==> images/clocks.png <==
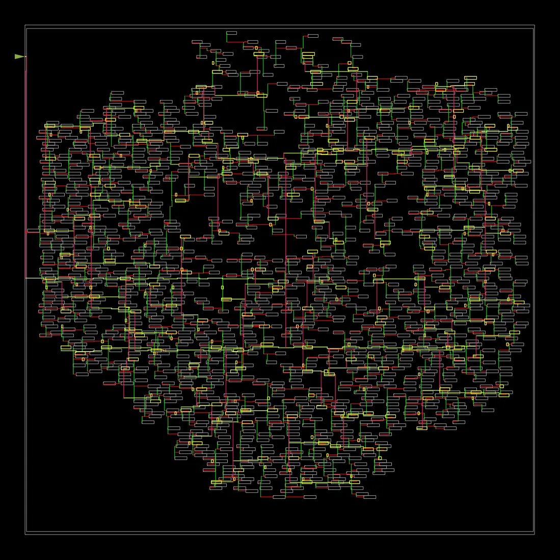
==> images/placement_by_type.png <==
The bar under the picture is 100 um long. Fill, decap, tap and diode cells in grey.
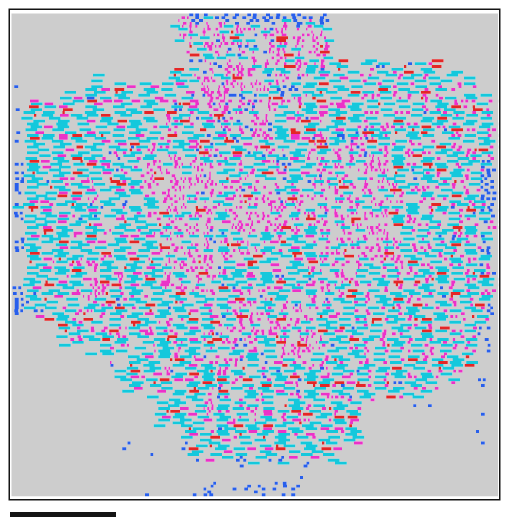
==> images/layer_met2.png <==
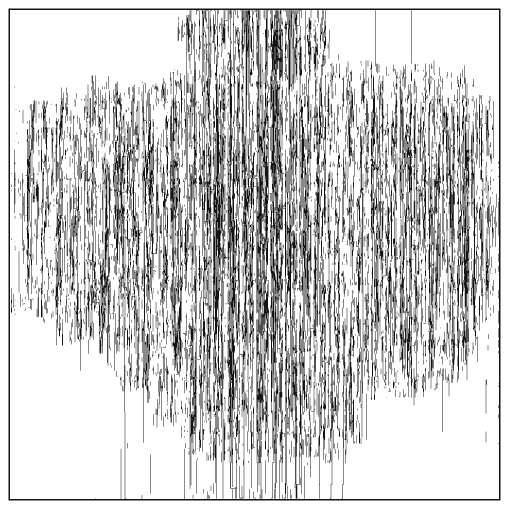
$ cat src/rtl/uvme_axis_st_chkr_pkg.sv
// -----------------------------------------------------------------------------
// uvme_axis_st_chkr_pkg
// Shared types and width helpers for the AXI-Stream pass-through checker.
//   stbl_state_e : per-port VALID/payload stability FSM state
//   keep_width() : tkeep width for a given tdata width
//   lvl_width()  : width of a 0..DEPTH occupancy counter
// Packages cannot take parameters, so each module declares its payload_t
// struct {tdata, tkeep, tuser, tlast} from its own widths using these helpers.
// -----------------------------------------------------------------------------
package uvme_axis_st_chkr_pkg;

  typedef enum logic {
    ST_IDLE = 1'b0,
    ST_WAIT = 1'b1
  } stbl_state_e;

  function automatic int keep_width(input int data_width);
    return data_width / 8;
  endfunction

  function automatic int lvl_width(input int depth);
    return $clog2(depth + 1);
  endfunction

endpackage

$ cat src/rtl/uvme_axis_st_scbd_chkr_if.sv
// -----------------------------------------------------------------------------
// uvme_axis_st_scbd_chkr_if
// One AXI-Stream tap: tvalid, tready, tdata, tkeep, tuser, tlast.
//   master : drives payload and tvalid, receives tready
//   slave  : receives payload and tvalid, drives tready
//   mon    : passive observer, every signal is an input
// -----------------------------------------------------------------------------
interface uvme_axis_st_scbd_chkr_if #(
  parameter int DATA_WIDTH = 64,
  parameter int USER_WIDTH = 1
);
  logic                      tvalid;
  logic                      tready;
  logic                      tlast;
  logic [DATA_WIDTH-1:0]     tdata;
  logic [DATA_WIDTH/8-1:0]   tkeep;
  logic [USER_WIDTH-1:0]     tuser;

  modport master (output tvalid, tdata, tkeep, tuser, tlast, input tready);
  modport slave  (input tvalid, tdata, tkeep, tuser, tlast, output tready);
  modport mon    (input tvalid, tready, tdata, tkeep, tuser, tlast);
endinterface

$ cat src/rtl/uvme_axis_st_stbl_chkr.sv
// -----------------------------------------------------------------------------
// uvme_axis_st_stbl_chkr
// Stability FSM for one AXI-Stream port. Once valid is seen without ready the
// payload is captured; valid must then stay high and the payload unchanged
// until the handshake.
//   clk, reset_n, clr : clock, async active-low reset, sync clear
//   i_valid, i_ready  : port handshake
//   i_payload         : flattened {tdata, tkeep, tuser, tlast}
//   o_viol            : combinational violation for this cycle (feeds counters)
//   o_err_proto       : registered one-cycle violation pulse
// -----------------------------------------------------------------------------
module uvme_axis_st_stbl_chkr
  import uvme_axis_st_chkr_pkg::*;
#(
  parameter int PAYLOAD_WIDTH = 74
) (
  input  logic                     clk,
  input  logic                     reset_n,
  input  logic                     clr,
  input  logic                     i_valid,
  input  logic                     i_ready,
  input  logic [PAYLOAD_WIDTH-1:0] i_payload,
  output logic                     o_viol,
  output logic                     o_err_proto
);

  stbl_state_e              r_state;
  logic [PAYLOAD_WIDTH-1:0] r_cap;
  logic                     r_err_proto;

  // tdata is compared in full here; tkeep does not mask a stability check.
  assign o_viol      = !clr && (r_state == ST_WAIT) &&
                       (!i_valid || (i_payload != r_cap));
  assign o_err_proto = r_err_proto;

  // NOTE: sequential state uses non-blocking assignments so every flop
  // samples pre-edge values regardless of statement order.
  always_ff @(posedge clk or negedge reset_n) begin
    if (!reset_n) begin
      r_state     <= ST_IDLE;
      r_cap       <= '0;
      r_err_proto <= 1'b0;
    end else if (clr) begin
      r_state     <= ST_IDLE;
      r_cap       <= '0;
      r_err_proto <= 1'b0;
    end else begin
      r_err_proto <= o_viol;
      case (r_state)
        ST_IDLE: begin
          if (i_valid && !i_ready) begin
            r_cap   <= i_payload;
            r_state <= ST_WAIT;
          end
        end
        ST_WAIT: begin
          if (!i_valid) begin
            r_state <= ST_IDLE;
          end else begin
            // Re-capture so a changed payload is flagged only once.
            if (i_payload != r_cap) r_cap <= i_payload;
            if (i_ready) r_state <= ST_IDLE;
          end
        end
        default: r_state <= ST_IDLE;
      endcase
    end
  end

endmodule

$ cat src/rtl/uvme_axis_st_scbd_chkr.sv
// -----------------------------------------------------------------------------
// uvme_axis_st_scbd_chkr
// Passive in-order scoreboard for a DUT that forwards AXI-Stream beats
// unchanged. Master beats are queued; each slave beat is compared with the
// oldest queued beat (or with the same-cycle master beat when the queue is
// empty). Both ports are also checked for VALID/payload stability.
//   clk, reset_n, clr          : clock, async active-low reset, sync clear
//   mstr, slv                  : monitored taps (interface, mon modport)
//   err_mismatch/overflow/underflow/proto_mstr/proto_slv : 1-cycle pulses
//   err_sticky                 : any error since reset/clr
//   level                      : queue occupancy
//   pkt_count, err_count       : saturating counters
// -----------------------------------------------------------------------------
module uvme_axis_st_scbd_chkr
  import uvme_axis_st_chkr_pkg::*;
#(
  parameter int DATA_WIDTH = 64,
  parameter int USER_WIDTH = 1,
  parameter int DEPTH      = 16,
  parameter int CNT_WIDTH  = 16
) (
  input  logic                          clk,
  input  logic                          reset_n,
  input  logic                          clr,
  uvme_axis_st_scbd_chkr_if.mon         mstr,
  uvme_axis_st_scbd_chkr_if.mon         slv,
  output logic                          err_mismatch,
  output logic                          err_overflow,
  output logic                          err_underflow,
  output logic                          err_proto_mstr,
  output logic                          err_proto_slv,
  output logic                          err_sticky,
  output logic [lvl_width(DEPTH)-1:0]   level,
  output logic [CNT_WIDTH-1:0]          pkt_count,
  output logic [CNT_WIDTH-1:0]          err_count
);

  localparam int KEEP_WIDTH = keep_width(DATA_WIDTH);
  localparam int LVL_WIDTH  = lvl_width(DEPTH);
  localparam int PTR_WIDTH  = $clog2(DEPTH);

  typedef struct packed {
    logic [DATA_WIDTH-1:0] tdata;
    logic [KEEP_WIDTH-1:0] tkeep;
    logic [USER_WIDTH-1:0] tuser;
    logic                  tlast;
  } payload_t;

  payload_t               r_mem [DEPTH];
  logic [PTR_WIDTH-1:0]   r_wr_ptr, r_rd_ptr;
  logic [LVL_WIDTH-1:0]   r_level;
  logic [CNT_WIDTH-1:0]   r_pkt_count, r_err_count;
  logic                   r_err_mismatch, r_err_overflow, r_err_underflow;
  logic                   r_err_sticky;

  payload_t w_m_pl, w_s_pl, w_exp;
  logic     w_m_beat, w_s_beat, w_empty, w_full;
  logic     w_push, w_pop, w_cmp, w_mismatch;
  logic     w_mis_nxt, w_ovf_nxt, w_udf_nxt, w_viol_m, w_viol_s, w_any_err;

  assign w_m_pl   = {mstr.tdata, mstr.tkeep, mstr.tuser, mstr.tlast};
  assign w_s_pl   = {slv.tdata, slv.tkeep, slv.tuser, slv.tlast};
  assign w_m_beat = !clr && mstr.tvalid && mstr.tready;
  assign w_s_beat = !clr && slv.tvalid && slv.tready;
  assign w_empty  = (r_level == '0);
  assign w_full   = (r_level == LVL_WIDTH'(DEPTH));

  // Empty queue with both beats present bypasses the queue entirely.
  assign w_exp  = w_empty ? w_m_pl : r_mem[r_rd_ptr];
  assign w_cmp  = w_s_beat && (!w_empty || w_m_beat);
  assign w_pop  = w_s_beat && !w_empty;
  assign w_push = w_m_beat && !(w_empty && w_s_beat) && (!w_full || w_s_beat);

  // NOTE: every variable written in always_comb is given a default first so
  // no path leaves it unassigned and no latch is inferred.
  always_comb begin
    w_mismatch = (w_exp.tkeep != w_s_pl.tkeep) ||
                 (w_exp.tuser != w_s_pl.tuser) ||
                 (w_exp.tlast != w_s_pl.tlast);
    for (int b = 0; b < KEEP_WIDTH; b++) begin
      if (w_exp.tkeep[b] && (w_exp.tdata[8*b +: 8] != w_s_pl.tdata[8*b +: 8]))
        w_mismatch = 1'b1;
    end
  end

  assign w_mis_nxt = w_cmp && w_mismatch;
  assign w_ovf_nxt = w_m_beat && w_full && !w_s_beat;
  assign w_udf_nxt = w_s_beat && w_empty && !w_m_beat;
  assign w_any_err = w_mis_nxt || w_ovf_nxt || w_udf_nxt || w_viol_m || w_viol_s;

  uvme_axis_st_stbl_chkr #(.PAYLOAD_WIDTH($bits(payload_t))) u_stbl_mstr (
    .clk        (clk),
    .reset_n    (reset_n),
    .clr        (clr),
    .i_valid    (mstr.tvalid),
    .i_ready    (mstr.tready),
    .i_payload  (w_m_pl),
    .o_viol     (w_viol_m),
    .o_err_proto(err_proto_mstr)
  );

  uvme_axis_st_stbl_chkr #(.PAYLOAD_WIDTH($bits(payload_t))) u_stbl_slv (
    .clk        (clk),
    .reset_n    (reset_n),
    .clr        (clr),
    .i_valid    (slv.tvalid),
    .i_ready    (slv.tready),
    .i_payload  (w_s_pl),
    .o_viol     (w_viol_s),
    .o_err_proto(err_proto_slv)
  );

  // NOTE: the storage array has no reset; occupancy and pointers define which
  // entries are meaningful, so stale contents are never observed.
  always_ff @(posedge clk) begin
    if (w_push) r_mem[r_wr_ptr] <= w_m_pl;
  end

  always_ff @(posedge clk or negedge reset_n) begin
    if (!reset_n) begin
      r_wr_ptr        <= '0;
      r_rd_ptr        <= '0;
      r_level         <= '0;
      r_pkt_count     <= '0;
      r_err_count     <= '0;
      r_err_mismatch  <= 1'b0;
      r_err_overflow  <= 1'b0;
      r_err_underflow <= 1'b0;
      r_err_sticky    <= 1'b0;
    end else if (clr) begin
      r_wr_ptr        <= '0;
      r_rd_ptr        <= '0;
      r_level         <= '0;
      r_pkt_count     <= '0;
      r_err_count     <= '0;
      r_err_mismatch  <= 1'b0;
      r_err_overflow  <= 1'b0;
      r_err_underflow <= 1'b0;
      r_err_sticky    <= 1'b0;
    end else begin
      r_err_mismatch  <= w_mis_nxt;
      r_err_overflow  <= w_ovf_nxt;
      r_err_underflow <= w_udf_nxt;
      if (w_any_err) r_err_sticky <= 1'b1;
      if (w_any_err && (r_err_count != '1))
        r_err_count <= r_err_count + CNT_WIDTH'(1);
      if (w_cmp && slv.tlast && (r_pkt_count != '1))
        r_pkt_count <= r_pkt_count + CNT_WIDTH'(1);
      if (w_push) r_wr_ptr <= r_wr_ptr + PTR_WIDTH'(1);
      if (w_pop)  r_rd_ptr <= r_rd_ptr + PTR_WIDTH'(1);
      case ({w_push, w_pop})
        2'b10:   r_level <= r_level + LVL_WIDTH'(1);
        2'b01:   r_level <= r_level - LVL_WIDTH'(1);
        default: r_level <= r_level;
      endcase
    end
  end

  assign err_mismatch  = r_err_mismatch;
  assign err_overflow  = r_err_overflow;
  assign err_underflow = r_err_underflow;
  assign err_sticky    = r_err_sticky;
  assign level         = r_level;
  assign pkt_count     = r_pkt_count;
  assign err_count     = r_err_count;

endmodule

$ cat src/flat_wrapper.sv
// flat-port wrapper written by rule: the top's interface ports become plain ports
module uvme_axis_st_scbd_chkr_flat import uvme_axis_st_chkr_pkg::*;
#(
  parameter int DATA_WIDTH = 64,
  parameter int USER_WIDTH = 1,
  parameter int DEPTH      = 16,
  parameter int CNT_WIDTH  = 16
)
  (clk, reset_n, clr, err_mismatch, err_overflow, err_underflow, err_proto_mstr, err_proto_slv, err_sticky, level, pkt_count, err_count, mstr_tvalid, mstr_tready, mstr_tdata, mstr_tkeep, mstr_tuser, mstr_tlast, slv_tvalid, slv_tready, slv_tdata, slv_tkeep, slv_tuser, slv_tlast);
  uvme_axis_st_scbd_chkr_if #(.DATA_WIDTH(DATA_WIDTH), .USER_WIDTH(USER_WIDTH)) mstr_i ();
  uvme_axis_st_scbd_chkr_if #(.DATA_WIDTH(DATA_WIDTH), .USER_WIDTH(USER_WIDTH)) slv_i ();
  input  logic clk;
  input  logic reset_n;
  input  logic clr;
  output logic err_mismatch;
  output logic err_overflow;
  output logic err_underflow;
  output logic err_proto_mstr;
  output logic err_proto_slv;
  output logic err_sticky;
  output logic [lvl_width(DEPTH)-1:0] level;
  output logic [CNT_WIDTH-1:0] pkt_count;
  output logic [CNT_WIDTH-1:0] err_count;
  input wire logic [$bits(mstr_i.tvalid)-1:0] mstr_tvalid;
  input wire logic [$bits(mstr_i.tready)-1:0] mstr_tready;
  input wire logic [$bits(mstr_i.tdata)-1:0] mstr_tdata;
  input wire logic [$bits(mstr_i.tkeep)-1:0] mstr_tkeep;
  input wire logic [$bits(mstr_i.tuser)-1:0] mstr_tuser;
  input wire logic [$bits(mstr_i.tlast)-1:0] mstr_tlast;
  input wire logic [$bits(slv_i.tvalid)-1:0] slv_tvalid;
  input wire logic [$bits(slv_i.tready)-1:0] slv_tready;
  input wire logic [$bits(slv_i.tdata)-1:0] slv_tdata;
  input wire logic [$bits(slv_i.tkeep)-1:0] slv_tkeep;
  input wire logic [$bits(slv_i.tuser)-1:0] slv_tuser;
  input wire logic [$bits(slv_i.tlast)-1:0] slv_tlast;
  assign mstr_i.tvalid = mstr_tvalid;
  assign mstr_i.tready = mstr_tready;
  assign mstr_i.tdata = mstr_tdata;
  assign mstr_i.tkeep = mstr_tkeep;
  assign mstr_i.tuser = mstr_tuser;
  assign mstr_i.tlast = mstr_tlast;
  assign slv_i.tvalid = slv_tvalid;
  assign slv_i.tready = slv_tready;
  assign slv_i.tdata = slv_tdata;
  assign slv_i.tkeep = slv_tkeep;
  assign slv_i.tuser = slv_tuser;
  assign slv_i.tlast = slv_tlast;
  uvme_axis_st_scbd_chkr #(.DATA_WIDTH(DATA_WIDTH), .USER_WIDTH(USER_WIDTH), .DEPTH(DEPTH), .CNT_WIDTH(CNT_WIDTH)) u_core (.clk(clk), .reset_n(reset_n), .clr(clr), .mstr(mstr_i), .slv(slv_i), .err_mismatch(err_mismatch), .err_overflow(err_overflow), .err_underflow(err_underflow), .err_proto_mstr(err_proto_mstr), .err_proto_slv(err_proto_slv), .err_sticky(err_sticky), .level(level), .pkt_count(pkt_count), .err_count(err_count));
endmodule
$ cat config.mk
export PLATFORM = sky130hd
export DESIGN_NAME = uvme_axis_st_scbd_chkr_flat
export DESIGN_NICKNAME = d
export VERILOG_FILES = /design/src/rtl/uvme_axis_st_chkr_pkg.sv /design/src/rtl/uvme_axis_st_scbd_chkr_if.sv /design/src/rtl/uvme_axis_st_stbl_chkr.sv /design/src/rtl/uvme_axis_st_scbd_chkr.sv /design/src/flat_wrapper.sv
export SDC_FILE = /design/constraint.sdc
export NUM_CORES = 1
export LEC_CHECK = 0
export CAP_MARGIN = 20
export CELL_PAD_IN_SITES_DETAIL_PLACEMENT = 2
export CELL_PAD_IN_SITES_GLOBAL_PLACEMENT = 2
export CORE_UTILIZATION = 27
export CTS_CLUSTER_SIZE = 20
export DETAILED_ROUTE_END_ITERATION = 12
export HOLD_SLACK_MARGIN = 0.15
export PLACE_DENSITY = 0.56
export SLEW_MARGIN = 20
export SYNTH_ARGS = -nofsm -noshare
export SYNTH_HDL_FRONTEND = slang
export SYNTH_SLANG_ARGS = --single-unit
$ cat constraint.sdc
create_clock -name clk -period 14.6 [get_ports clk]
set_input_delay 2.19 -clock clk [delete_from_list [all_inputs] [get_ports clk]]
set_output_delay 2.19 -clock clk [all_outputs]
set_load 0.02 [all_outputs]
==> results.json <==
{
  "outcome": "complete, no violations",
  "viasPerCell": 4.95,
  "topCellsByArea": "edfxtp_1, dfrtp_1, mux2i_1",
  "drive_gt1_frac": 0.152,
  "syn_area_per_cell_um2": 17.0,
  "post_cts_buffers": 0,
  "die_h_um": 463,
  "syn_nets": 3539,
  "drc_errors": 0,
  "synthMostInstantiatedCell": "edfxtp_1",
  "critPathCaptureType": "flop",
  "hpwl_um": 122000,
  "grt_pass1_wl_um": 280000,
  "pre_cts_ws_ps": 7270,
  "hold_ws_ps": 535,
  "reg.largest.list": "u_core.r_mem: 1184 flops, u_core.u_stbl_mstr.r_cap: 74 flops, u_core.u_stbl_slv.r_cap: 74 flops",
  "worstPathCellList": "buf_4, buf_4, buf_4, mux2i_1, a22oi_1, nand4_1, xnor2_1, o41ai_1, a31oi_1, nor4_1, a31oi_1, buf_4, o21ai_2, mux2_1",
  "tightest_slew_ps": 1160,
  "cp.arrival_ps": 7620,
  "cpMostUsedCell": "buf_4",
  "comb_share": 0.232,
  "clock_area_frac": 0.0743,
  "critical_path_depth": 14,
  "yosysChipArea_um2": 57400,
  "max_freq_mhz": 144,
  "syn_area_um2": 57400,
  "first_iter_violations": 2487,
  "largest_register_ffs": 1184,
  "io_pins": 198,
  "top_cell_area_share": 0.620,
  "p_switching_mw": 2.07,
  "tap_cells": 2805,
  "wl_met1_um": 88400,
  "hp-class": "flop to flop",
  "clkSlewWorstSetupHoldPaths_ps": 60,
  "cts_max_path_buffers": 3,
  "h-tree-depth": 4,
  "reg2reg_from": "u_core.r_rd_ptr[1]",
  "yosys.area_share.simple": 0.0451,
  "edf_count": 1184,
  "synth_area_leader_cell": "edfxtp_1",
  "wl_per_cell_um": 30.2,
  "top_logic_kind": "multiplexers",
  "non_clock_inverter_count": 47,
  "io_buffers": 197,
  "hold_buffers": 0,
  "post_dp_cell_area_um2": 63100,
  "powerComb_mw": 0.562,
  "grt_pass1_vias": 35400,
  "setup_viol": 0,
  "top_layer": "met5",
  "synth_cell_type_count": 72,
  "leakagePower_nw": 22.5,
  "pwr-share-comb": 0.064,
  "final_nets": 3859,
  "worstHoldStart": "u_core.u_stbl_slv.r_cap[50]",
  "core-area_um2": 210000,
  "synth_seq_share": 0.708,
  "areaGrowthSynthToFinish_pct": 19.0,
  "cp_slowest_cell": "o41ai_1",
  "slew_violations": 0,
  "grt_util_all_layers": 0.185,
  "drt_pre_antenna_iters": 5,
  "n_all_buffers": 331,
  "skew_ps": 26.8,
  "muxShareOfSynthArea": 0.139,
  "dp.cells": 6335,
  "ys_sh_adder": 0.00253,
  "die_area_um2": 214000,
  "power_density_nw_per_um2": 130,
  "slowest_delay_ps": 860,
  "ff2ff_setup_slack_ps": 7650,
  "antenna_cells": 11,
  "rsz0062_at_grt": "false",
  "grtUsageMet3": 0.0254,
  "initial_core_util": 0.273,
  "ys_ff": 1385,
  "finalSetupTns_ps": 0,
  "die_w_um": 463,
  "seqPwrFrac": 0.492,
  "comb_area_um2": 15800,
  "grt_overflow": 0,
  "regMostFlops": "u_core.r_mem",
  "fill_cells": 21100,
  "rr_endpoint": "u_core.err_count[1]",
  "register_area_um2": 40600,
  "tool_warnings": 30,
  "antenna_left": 0,
  "crit_family": "buffers and inverters",
  "switching_share": 0.233
}
Notes on clocks.png above:
final-layout clock buffer total: 211
clk sinks: 1385
Clk. pwr: 3.93 mW
Late-Pin Clk Latency: 810 ps
registers: 1385

Notes on placement_by_type.png above:
flops: drawn in cyan, cells 1385, share of their area 63%. clock drivers and dummy loads: drawn in red, cells 297, share of their area 7.8%. other buffers and delay cells: drawn in blue, cells 331, share of their area 4.7%. combinational and other logic: drawn in magenta, cells 1814, share of their area 25%.
fin area: 68200 um^2
# rows: 168
flop share of the area: 0.595

Notes on layer_met2.png above:
The wires run mostly vertical. The layer holds 50% of the routed length. The longest straight run is 223 um. 3503 nets have wire on it. The layer carries 99.6 mm of wire.
final wirelength: 200000 um
via count: 32900
met2 Use GR: 0.315

Power is estimated from default activity; no workload was simulated.
